`config.mk`:
```
export PLATFORM = sky130hd
export DESIGN_NAME = scanner_link_tx
export DESIGN_NICKNAME = d
export VERILOG_FILES = /design/src/rtl/scanner_link_tx.sv
export SDC_FILE = /design/constraint.sdc
export NUM_CORES = 1
export LEC_CHECK = 0
export CAP_MARGIN = 20
export CORE_ASPECT_RATIO = 1.25
export CORE_MARGIN = 2
export CORE_UTILIZATION = 49
export DETAILED_ROUTE_END_ITERATION = 10
export MAX_ROUTING_LAYER = met4
export PLACE_DENSITY = 0.87
export SYNTH_ARGS = -nofsm -noshare
export SYNTH_HDL_FRONTEND = slang
export SYNTH_SLANG_ARGS = --single-unit
```
`constraint.sdc`:
```
create_clock -name clk -period 2.5 [get_ports clk]
set_input_delay 0.375 -clock clk [delete_from_list [all_inputs] [get_ports clk]]
set_output_delay 0.375 -clock clk [all_outputs]
set_load 0.05 [all_outputs]
```
`src/rtl/scanner_link_tx.sv`:
```
// scanner_link_tx: framed serial command transmitter, 8 clocks per byte, MSB first.
// Optional idle heartbeat (0x06) is compiled in only with SCANNER_TX_HEARTBEAT_EN.
module scanner_link_tx #(
  parameter int HEARTBEAT_FRAMES = 16
) (
  input  logic       clk,
  input  logic       rst,
  input  logic       cmd_valid,
  input  logic [3:0] cmd_code,
  input  logic [7:0] cmd_payload,
  output logic       cmd_ready,
  output logic       dataOut,
  output logic [2:0] frameCounter,
  output logic       busy,
  output logic       cmd_err
);

  // state   | meaning
  // IDLE    | current frame is 0x00 filler (also after a dropped illegal code)
  // CMD     | current frame carries a command code or the heartbeat byte
  // PAYLOAD | current frame carries the byte latched with code 7 or 8
  typedef enum logic [1:0] {
    IDLE    = 2'd0,
    CMD     = 2'd1,
    PAYLOAD = 2'd2
  } state_t;

  state_t     state, state_nxt;
  logic [7:0] shreg, shreg_nxt;
  logic [7:0] payload, payload_nxt;
  logic       pending, pending_nxt;
  logic       err_q, err_nxt;
  logic       load_edge;
  logic       code_legal;
  logic       code_has_payload;

  if (HEARTBEAT_FRAMES < 2 || HEARTBEAT_FRAMES > 255) begin : g_param_check
    $error("scanner_link_tx: HEARTBEAT_FRAMES must be within 2..255");
  end

  assign load_edge        = (frameCounter == 3'd7);
  assign code_legal       = (cmd_code >= 4'd1) && (cmd_code <= 4'd8);
  assign code_has_payload = (cmd_code == 4'd7) || (cmd_code == 4'd8);

  // A payload owed to the previous code frame blocks acceptance at this boundary.
  assign cmd_ready = load_edge && !pending;
  assign dataOut   = shreg[7];
  assign busy      = (state != IDLE);
  assign cmd_err   = err_q;

`ifdef SCANNER_TX_HEARTBEAT_EN
  localparam logic [8:0] HB_LIMIT = 9'(HEARTBEAT_FRAMES);

  logic [7:0] idle_cnt, idle_cnt_nxt;
  logic [8:0] idle_done;
  logic       hb_due;

  // Zero frames completed, including the one finishing at this load edge.
  assign idle_done = (state == IDLE) ? ({1'b0, idle_cnt} + 9'd1) : 9'd0;
  assign hb_due    = (idle_done >= HB_LIMIT);

  always_ff @(posedge clk or negedge rst) begin
    if (!rst) begin
      idle_cnt <= '0;
    end else begin
      idle_cnt <= idle_cnt_nxt;
    end
  end
`endif

  always_comb begin
    state_nxt   = state;
    shreg_nxt   = {shreg[6:0], 1'b0};
    payload_nxt = payload;
    pending_nxt = pending;
    err_nxt     = 1'b0;
`ifdef SCANNER_TX_HEARTBEAT_EN
    idle_cnt_nxt = idle_cnt;
`endif
    if (load_edge) begin
      shreg_nxt = 8'h00;
      state_nxt = IDLE;
      if (pending) begin
        shreg_nxt   = payload;
        state_nxt   = PAYLOAD;
        pending_nxt = 1'b0;
      end else if (cmd_valid) begin
`ifdef SCANNER_TX_HEARTBEAT_EN
        idle_cnt_nxt = '0;
`endif
        if (code_legal) begin
          shreg_nxt = {4'b0000, cmd_code};
          state_nxt = CMD;
          if (code_has_payload) begin
            payload_nxt = cmd_payload;
            pending_nxt = 1'b1;
          end
        end else begin
          err_nxt = 1'b1;
        end
      end
`ifdef SCANNER_TX_HEARTBEAT_EN
      else if (hb_due) begin
        shreg_nxt    = 8'h06;
        state_nxt    = CMD;
        idle_cnt_nxt = '0;
      end else begin
        idle_cnt_nxt = idle_done[7:0];
      end
`endif
    end
  end

  always_ff @(posedge clk or negedge rst) begin
    if (!rst) begin
      state        <= IDLE;
      shreg        <= 8'h00;
      payload      <= 8'h00;
      pending      <= 1'b0;
      err_q        <= 1'b0;
      frameCounter <= 3'd0;
    end else begin
      state        <= state_nxt;
      shreg        <= shreg_nxt;
      payload      <= payload_nxt;
      pending      <= pending_nxt;
      err_q        <= err_nxt;
      frameCounter <= frameCounter + 3'd1;
    end
  end

endmodule
```
Figure 1. Metal 2 (run 1).
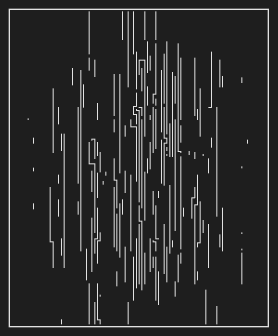
longest straight run: 29.9 microns
nets with wire on the layer: 91
main direction: vertical
share of all routed wire: 51%
wire length on this layer: 839 microns
global-route track usage on met2: 0.283
vias after detailed routing: 613
overall routed net length: 1650 microns

Figure 2. The metal 1 layer (run 1).
Bar = 10 microns.
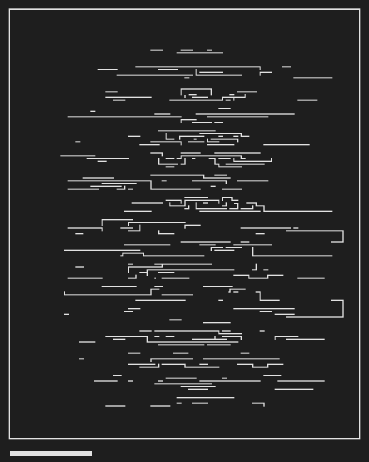
share of all routed wire: 42%
wire length on this layer: 696 microns
main direction: horizontal
longest straight run: 15.2 microns
nets with wire on the layer: 93
met1 global-route usage: 0.196

Figure 3. Signal metal coverage by tile (run 1).
Bar = 10 microns. 9 x 10 tiles, from black (low) to pale yellow (high), scaled to the fullest tile. Values are wire area over tile area, all layers added.
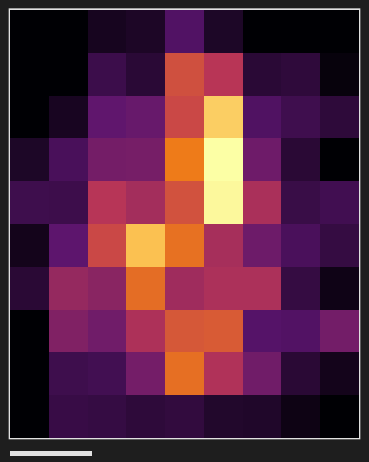
mean over tiles: 0.12
nearly empty tiles: 16%
tiles over half the peak: 16%
densest ninth of the die: centre
GR Util All Layers: 0.174
drt wl/cell: 15.1 microns

Figure 4. Routing congestion map (run 1).
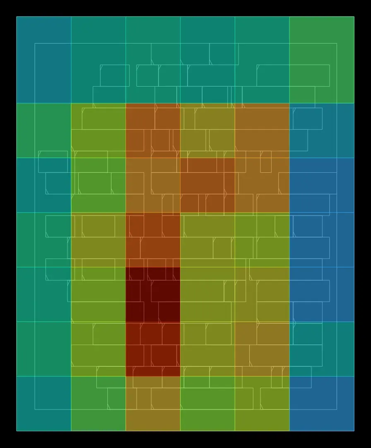
GRT Max-Usage Layer: met2
fraction of met3 tracks used by global routing: 0.0103

==> results.cfg, run 1 <==
; physical design summary
[run_status]
status = finished clean

[synthesis]
synth.mux.area_fraction = 0.0984
postSynthSeqShare = 0.628
synth.cell_area_sq_um = 916
ys_sh_adder = 0.0273
synth_async_sr_flop_share = 1.00
number_of_flops_mapped_to_enable_cells_by_yosys = 0
synth.net_count = 82
ys_top_logic_family = AND-OR/OR-AND gates
netlist-cell-type-count = 26
ys_area_sq_um = 916
yosysWarningCount = 0
synth.avg_cell_area_sq_um = 14.1
gate_count_post_synth = 65
synth-main-ff-cell = dfrtp_1
synth.ff_latch_count = 23
ys_sh_simple = 0.101
synth_stat.cells = 65
xor_share = 0.00956

[route]
postRouteAntennaNets = 0
drcViolationCount = 0
via_per_inst = 5.62
firstDrtPassIters = 4
drtIter0Drc = 23

[global_route]
number_of_global_route_vias_before_repair = 622
global_route_wire_length_before_repair_microns = 2740
grt_max_degree = 24
number_of_antenna_violations_at_the_first_check_in_global_routing = 0
gr-total-overflow = 0

[final_timing]
fin_worst_hold_slack_ns = 0.388
final_max_slew_viol_count = 0
layout_worst_path_cycle_share = 0.916
clock.fmax_mhz = 437
setup_viol_count_final = 0
worst-slew-pin-transition_ns = 0.496
finalHoldViolCount = 0
rsz_0062_raised_after_global_routing = false
final.setup_skew_ns = 0.00563
fin_crit_ns = 2.29
max-slew-margin-rel = 0.669

[cts]
clkSinkCount = 23
total_clock_buffers_created_by_cts = 3
htree_num_levels = 1
cts-resized-gates = 0
clock_insertion_delay_worst_skew_ns = 0.31
clock_tree_root_buffer_cell = clkbuf_4
tritoncts_clock_tree = yes
clk_transition_reported_paths_ns = 0.13
cts_post_setup_buffers_inserted = 0

[setup_path]
reg2reg_setup_slack_ns = 0.59
timing.reg2reg.worst_path_depth = 5
startpoint = frameCounter[0]$_DFF_PN0_
cp_num_cells = 5
timing.critical_path.mode_cell = ha_1
worstPathArrival_ns = 1.91
critical_path.endpoint_type = output pin
cp_max_fo = 9
timing.critical_path.slowest_cell_delay_ns = 0.39
crit_buf_inv = 2
critical_path.cell_chain = ha_1, ha_1, clkinv_1, nor2_2, buf_12
critical-path-top-delay-family = adder cells
critical-path-slowest-cell = dfrtp_1
kind_of_critical_path = flop to output pin
worst_r2r_startpoint = frameCounter[0]$_DFF_PN0_
cp-endpoint = cmd_ready
timing.critical_path.required_ns = 2.12

[floorplan]
std_cell_rows = 17
pin_count = 22
dieWidth_microns = 42.7
total_die_area_sq_mm = 0.00223
floorplanUtilization = 0.519
floorplan.die.height_microns = 52.3
core_area_sq_mm = 0.00177

[placed_design]
gp_congestion = 0.739
placedInstanceArea_sq_mm = 0.00117
place_hpwl_microns = 1230

[power]
power_uw = 639
cellLeakagePower_uw = 0.000567
power-per-cell-area_mw_per_mm2 = 534
vdd_drop_max_uv = 347

[layout]
final_net_count = 108
drive_above_1_share = 0.211
finalCoreUtilization = 0.678
area_delta_synth_final_pct = 30.6

[run]
tool_warnings = 26

[hold_path]
holdCritPathClass = input pin to asynchronous set/reset pin
## run 1: power by group
group          leakage (uW)  internal (uW)  switching (uW)
logic              0.000244           38.7            26.3
registers          0.000309            389            9.86
clock network     0.0000139           61.0             114
total              0.000567            489             150
## run 1: cells in the final DEF (no fill, tap or decap), types with 2 or more instances in the layout
| cell type | instances |
|---|---|
| inv_1 | 2 |
| dfrtp_1 | 23 |
| clkbuf_4 | 3 |
| clkdlybuf4s50_1 | 20 |
| a21o_1 | 2 |
| a22o_1 | 4 |
| ha_1 | 2 |
| and3_1 | 2 |
| mux2_2 | 8 |
| nor2_1 | 3 |
## run 1: registers in the layout, summed over array words and instances (netlist names)
signal        cells
payload           8
shreg             8
frameCounter      3
state             2
cmd_err           1
pending           1
## run 1: cell type report
cell class | count | area (sq um) | area share
Clock buffer | 3 | 22.5 | 0.0188
Multi-Input combinational cell | 38 | 328 | 0.274
Tap cell | 19 | 23.8 | 0.0199
Sequential cell | 23 | 576 | 0.481
Clock inverter | 1 | 7.51 | 0.00628
Inverter | 3 | 11.3 | 0.00941
Timing Repair Buffer | 22 | 228 | 0.190
## run 1: routing by layer
metal,global-route usage,wire length [microns],vias up
met2,0.283,838,23
li1,-,-,290
met3,0.0103,72,4
met1,0.196,696,296
met5,-,0,-
met4,0.146,44,0
## run 1: per-stage QoR
step	instances	setup WS (ns)
after global routing	109	0.0286
after detailed placement	105	0.249
after global placement	105	0.314
final	109	0.211
after CTS	109	0.204
after floorplan	65	0.191
## run 1: cells in the mapped netlist, drive strengths merged, types with 2 or more instances
master  instances  area share
mux2            8       0.098
inv             2      0.0082
dfrtp          23        0.63
a22o            4       0.038
a221o           2       0.023
nor2            4       0.016
ha              2       0.027
and3            2       0.014
a21o            2       0.016
Figure 5. Placement density heat map (run 1).
Bar = 10 microns. 9 x 10 tiles, from black (low) to pale yellow (high), 0 to 100% covered.
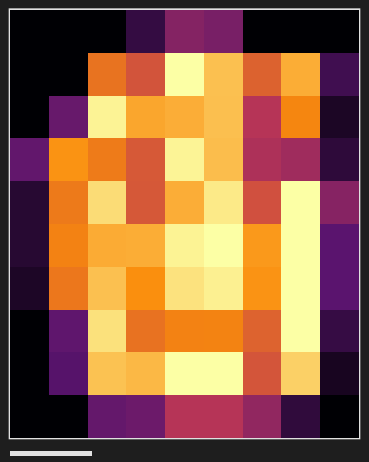

## Run 2: what changed since run 1
Settings changed: ABC_AREA from default to 1, PLACE_DENSITY 0.87 to 0.85.
Figure 6. Placement density heat map (run 2).
Bar = 10 microns. 9 x 11 tiles, from black (low) to pale yellow (high), 0 to 100% covered.
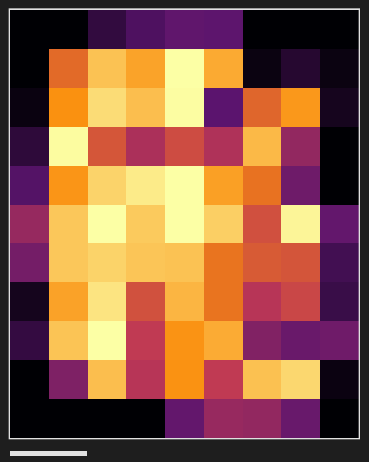
fullest tile: 100%
tiles over 75% full: 37%
emptiest ninth of the die: upper right
mean over tiles: 50%
densest ninth of the die: centre
placeable core area: 0.00198 sq mm
core utilization of the finished layout: 0.643
floorplan-stage core utilization: 0.522

==> run 2 against run 1 <==
Clock power shrank 2%; sequential power is essentially flat; die area grew 12%; first-iteration DRC count shrank 70%; combinational power grew 7.5%; sequential share of layout area shrank 3.0 points; sequential cell count is the same; global-route usage shrank 0.75 points; critical path type unchanged; largest cell class unchanged; highest routed layer unchanged.
==> results.cfg, run 2 <==
; physical design summary
[final_timing]
clock.fmax_mhz = 479
finalHoldViolCount = 0
max-slew-margin-rel = 0.666
setup_viol_count_final = 0
final.setup_skew_ns = 0.000993
rsz_0062_raised_after_global_routing = false
fin_crit_ns = 2.09
final_max_slew_viol_count = 0
worst-slew-pin-transition_ns = 0.499
layout_worst_path_cycle_share = 0.835

[synthesis]
synth.net_count = 130
ys_top_cells_by_count = 37 x nand2_1, 23 x dfrtp_1, 21 x nand3_1
synth.ff_latch_count = 23
synth_stat.cells = 113
gate_count_post_synth = 113
post_synth_main_area_contributors = dfrtp_1 56%, nand2_1 13%, nand3_1 10%
synth_async_sr_flop_share = 1.00
post-synth-top-area-cell = dfrtp_1
synth.cell_area_sq_mm = 0.00103
ys_area_sq_mm = 0.00103
synth.most_common_cell = nand2_1
netlist-cell-type-count = 17
yosysWarningCount = 0
synth-main-ff-cell = dfrtp_1
number_of_flops_mapped_to_enable_cells_by_yosys = 0
post-synth-top-area-fraction = 0.556

[placed_design]
place_hpwl_microns = 1320
dpl.cell_count = 152
post-place-ws_ns = 0.756
placedInstanceArea_sq_mm = 0.00125

[hold_path]
holdCritPathClass = input pin to asynchronous set/reset pin

[power]
vdd_drop_max_uv = 431
cellLeakagePower_uw = 0.000705

[cts]
clock_insertion_delay_worst_skew_ns = 0.31
total_clock_buffers_created_by_cts = 3
clk_transition_reported_paths_ns = 0.12
cts-resized-gates = 0
clkSinkCount = 23
tritoncts_clock_tree = yes

[global_route]
grt_max_degree = 24
number_of_antenna_violations_at_the_first_check_in_global_routing = 0
gr-usage-all-layers = 0.166
number_of_global_route_vias_before_repair = 729
gr-total-overflow = 0

[setup_path]
critical_path.endpoint_type = output pin
worstPathArrival_ns = 1.71
timing.critical_path.required_ns = 2.12
cp_max_fo = 12
kind_of_critical_path = flop to output pin

[route]
drcViolationCount = 0
via_per_inst = 5.17
firstDrtPassIters = 4
postRouteAntennaNets = 0
drtIter0Drc = 7

[layout]
instances_no_fill = 156
layout_top_cells_excl_fill_tap = 37 x nand2_1, 23 x dfrtp_1, 21 x nand3_1, 20 x clkdlybuf4s50_1, 7 x nor2_1
area_delta_synth_final_pct = 23.2
final_net_count = 154
biggestRegsByFlops = payload (8), shreg (8), frameCounter (3)
mostFrequentLayoutCell = nand2_1

[floorplan]
dieWidth_microns = 45.1
floorplan.die.height_microns = 55.4
pin_count = 22
std_cell_rows = 18
total_die_area_sq_mm = 0.00250

[run_status]
status = finished clean

[run]
tool_warnings = 26
Figure 7. Signal metal coverage by tile (run 2).
Bar = 10 microns. 9 x 11 tiles, from black (low) to pale yellow (high), scaled to the fullest tile. Values are wire area over tile area, all layers added.
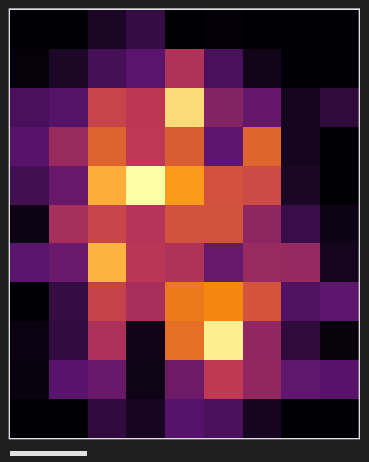
mean over tiles: 0.11
nearly empty tiles: 18%
fullest tile: 0.39
densest ninth of the die: centre
overall routed net length: 1770 microns
vias after detailed routing: 806
drt wl/cell: 11.4 microns

[run 2: worst max-delay path, cell delays in order (launching register included)]
cell and delay [ns]:
dfrtp_1 0.40, ha_1 0.16, ha_1 0.45, nand2_4 0.13, inv_2 0.07, buf_4 0.19
[run 2: final timing paths]
path	cells past startpoint	from	slack [ns]	end
max	5	frameCounter[0]$_DFF_PN0_	0.41	cmd_ready
min	2	rst	0.39	cmd_err$_DFF_PN0_
max reg2reg	8	frameCounter[0]$_DFF_PN0_	0.78	payload[0]$_DFFE_PN0P_
min reg2reg	1	frameCounter[0]$_DFF_PN0_	0.47	frameCounter[0]$_DFF_PN0_
max in group asynchronous	2	rst	1.89	shreg[1]$_DFF_PN0_
min in group clk	1	frameCounter[0]$_DFF_PN0_	0.47	frameCounter[0]$_DFF_PN0_
[run 2: routing by layer]
metal | share of wire | GRT usage | vias up
met5 | 0 | - | -
met4 | 0.014 | 0.0504 | 0
met3 | 0.043 | 0.0327 | 5
met2 | 0.54 | 0.273 | 20
met1 | 0.40 | 0.201 | 379
li1 | - | - | 402
[run 2: cell families (layout without fill, tap and decap cells)]
logic type | Yosys count | in the layout | share of synthesized area
adder cells (fa/ha/maj) | 2 | 2 | 0.0242
AND-OR/OR-AND | 3 | 3 | 0.0169
buffers and inverters | 13 | 36 | 0.0677
flip-flops | 23 | 23 | 0.556
AND/OR/NAND/NOR | 72 | 72 | 0.335
[run 2: area by class of cell]
type,instances,area (sq um)
flip-flops and latches,23,576
repair buffers,22,215
well taps,20,25.0
clock buffers,3,22.5
inverters,10,42.5
fillers,167,707
clock inverters,1,5.00
multi-input cells,77,389
[run 2: power by group]
group	internal [uW]	leakage (uW)	total (uW)	switching (uW)
Clock	59.8	0.0000177	171	111
Combinational	36.0	0.000378	69.9	33.9
Sequential	389	0.000309	400	10.3
Figure 8. Metal 2 (run 2).
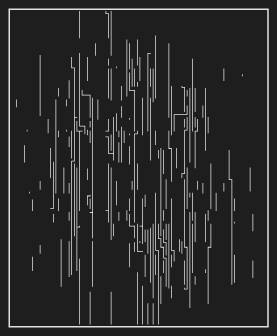

## Run 3: what changed since run 2
Clock period 2.5 ns to 2 ns, I/O delays scaled along.
Figure 9. Metal 2 (run 3).
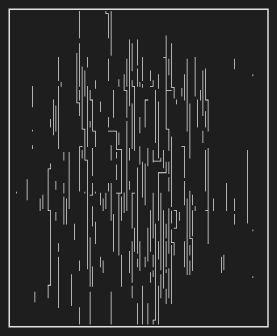
wire length on this layer: 917 microns
share of all routed wire: 52%
longest straight run: 19.0 microns
main direction: vertical
nets with wire on the layer: 124
vias after detailed routing: 826
global-route track usage on met2: 0.284
overall routed net length: 1760 microns

==> run 3 against run 2 <==
Setup slack got worse by 0.31 ns; combinational power rose by 26%; clock skew is 0.0046 ns higher; synthesized area is the same; via count is 2.5% higher; first-iteration DRC count rose to 2.9 times the previous value; sequential power rose by 25%; cell area grew 1.6%; critical path depth decreased by 3; total power rose by 24%; global-route usage rose by 0.66 points; register-to-register slack worse by 0.22 ns; largest cell class unchanged; largest power group unchanged.
==> results.cfg, run 3 <==
; physical design summary
[run_status]
status = finished clean

[layout]
layout_top_cells_excl_fill_tap = 37 x nand2_1, 23 x dfrtp_1, 21 x nand3_1, 20 x clkdlybuf4s50_1, 7 x nor2_1
n_antenna_cell = 0
finalCoreUtilization = 0.653
biggestRegsByFlops = payload (8), shreg (8), frameCounter (3)
mostFrequentLayoutCell = nand2_1
fillCellCount = 172
instances_no_fill = 157
drive_above_1_share = 0.124
logic_area_sq_um = 389
final_net_count = 155
finish.instance_area_sq_mm = 0.00129
seq_area_sq_um = 576
area_delta_synth_final_pct = 25.2

[setup_path]
timing.reg2reg.worst_path_depth = 8
cp_num_cells = 2
timing.critical_path.slowest_cell_delay_ns = 0.69
critical-path-top-delay-family = buffers and inverters
kind_of_critical_path = flop to output pin
worst_setup_path_start_kind = flop
reg2reg_setup_slack_ns = 0.56
timing.critical_path.required_ns = 1.70
timing.rr.end = payload[0]$_DFFE_PN0P_
crit_buf_inv = 1
cp-endpoint = busy
critical_path.endpoint_type = output pin
critical_path.cell_chain = or2_1, clkdlybuf4s50_1
worstPathArrival_ns = 1.60
worst_r2r_startpoint = frameCounter[0]$_DFF_PN0_
startpoint = state[1]$_DFFE_PN0N_
critical-path-slowest-cell = clkdlybuf4s50_1
cp_max_fo = 2

[synthesis]
synth.ff_latch_count = 23
synth_async_sr_flop_share = 1.00
number_of_flops_mapped_to_enable_cells_by_yosys = 0
post-synth-top-area-fraction = 0.556
synth.net_count = 130
post-synth-top-area-cell = dfrtp_1
ys_top_cells_by_count = 37 x nand2_1, 23 x dfrtp_1, 21 x nand3_1
synth_stat.cells = 113
postSynthSeqShare = 0.556
ys_area_sq_mm = 0.00103
synth.cell_area_sq_mm = 0.00103
netlist-cell-type-count = 17
synth.avg_cell_area_sq_um = 9.16
gate_count_post_synth = 113
post_synth_main_area_contributors = dfrtp_1 56%, nand2_1 13%, nand3_1 10%
synth-main-ff-cell = dfrtp_1
yosysWarningCount = 0
synth.most_common_cell = nand2_1

[global_route]
global_route_wire_length_before_repair_microns = 3230
number_of_global_route_vias_before_repair = 801
number_of_antenna_violations_at_the_first_check_in_global_routing = 0
grt_max_degree = 24
gr-total-overflow = 0
gr-usage-all-layers = 0.173

[final_timing]
timing.setup.tns_ns = 0
finalHoldViolCount = 0
clock.fmax_mhz = 526
max-slew-margin-rel = 0.672
worst-slew-pin-transition_ns = 0.491
final.setup_skew_ns = 0.00564
final_max_slew_viol_count = 0
fin_crit_ns = 1.90
layout_setup_ws_ns = 0.100
fin_worst_hold_slack_ns = 0.336
setup_viol_count_final = 0
layout_worst_path_cycle_share = 0.950
rsz_0062_raised_after_global_routing = false

[route]
firstDrtPassIters = 4
postRouteAntennaNets = 0
routedWlPerCell_microns = 11.2
drcViolationCount = 0
drtIter0Drc = 20
via_per_inst = 5.26

[cts]
clock_insertion_delay_worst_skew_ns = 0.30
tritoncts_clock_tree = yes
clkSinkCount = 23
cts_hold_buffers = 0
cts_post_setup_buffers_inserted = 0
htree_num_levels = 1
total_clock_buffers_created_by_cts = 3
clk_transition_reported_paths_ns = 0.12
cts-resized-gates = 0
clock_tree_root_buffer_cell = clkbuf_4
clock_tree.buffer_depth = 2

[power]
power-per-cell-area_mw_per_mm2 = 614
vdd_drop_max_uv = 584
cellLeakagePower_uw = 0.000713
power_uw = 795

[placed_design]
placedInstanceArea_sq_mm = 0.00127
place_hpwl_microns = 1320
post-place-ws_ns = 0.435
dpl.cell_count = 153
gp_congestion = 0.774
port_buffers = 21

[floorplan]
total_die_area_sq_mm = 0.00250
dieWidth_microns = 45.1
pin_count = 22
std_cell_rows = 18
core_area_sq_mm = 0.00198
floorplanUtilization = 0.522
floorplan.die.height_microns = 55.4

[hold_path]
holdCritPathClass = input pin to asynchronous set/reset pin

[run]
tool_warnings = 26
maxCapViolations = 0
Figure 10. The metal 1 layer (run 3).
Bar = 10 microns.
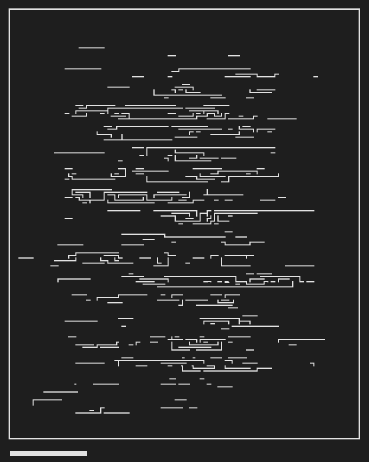
longest straight run: 17.5 microns
main direction: horizontal
nets with wire on the layer: 130
share of all routed wire: 42%
met1 global-route usage: 0.207

run 3: cell type report:
| type | count | share of cell area |
|---|---|---|
| Multi-Input combinational cell | 77 | 0.300 |
| Clock buffer | 3 | 0.0174 |
| Inverter | 10 | 0.0329 |
| Timing Repair Buffer | 23 | 0.182 |
| Tap cell | 20 | 0.0193 |
| Sequential cell | 23 | 0.444 |
| Clock inverter | 1 | 0.00386 |
run 3: per-layer routing:
metal	share of wire	track usage	vias to the layer above
met5	0	-	-
met3	0.039	0.0229	6
met4	0.023	0.0714	0
met2	0.52	0.284	22
met1	0.42	0.207	392
li1	-	-	406
run 3: worst min path at each step:
| stage | from | end | slack [ns] | depth (start not counted) |
|---|---|---|---|---|
| 2_1_floorplan | rst | cmd_err$_DFF_PN0_ | 0.004 | 0 |
| 3_3_place_gp | shreg[5]$_DFF_PN0_ | shreg[6]$_DFF_PN0_ | 0.43 | 2 |
| 3_5_place_dp | shreg[4]$_DFF_PN0_ | shreg[5]$_DFF_PN0_ | 0.44 | 2 |
| 4_1_cts | rst | state[0]$_DFFE_PN0N_ | 0.34 | 2 |
| 5_1_grt | rst | cmd_err$_DFF_PN0_ | 0.35 | 2 |
| 6_report | rst | payload[3]$_DFFE_PN0P_ | 0.34 | 2 |
run 3: power by group:
group / internal [uW] / leakage, uW / switching [uW]
logic: 45.0 / 0.000386 / 43.1
clock network: 74.6 / 0.0000177 / 133
registers: 487 / 0.000309 / 13.2
total: 606 / 0.000713 / 189
run 3: cell families (layout without fill, tap and decap cells):
| group | count (synthesis) | count (layout) | synth area share |
|---|---|---|---|
| compound gates | 3 | 3 | 0.0169 |
| fa+ha+maj | 2 | 2 | 0.0242 |
| buf+inv | 13 | 37 | 0.0677 |
| flops | 23 | 23 | 0.556 |
| simple gates | 72 | 72 | 0.335 |
Power and IR drop assume default switching activity.
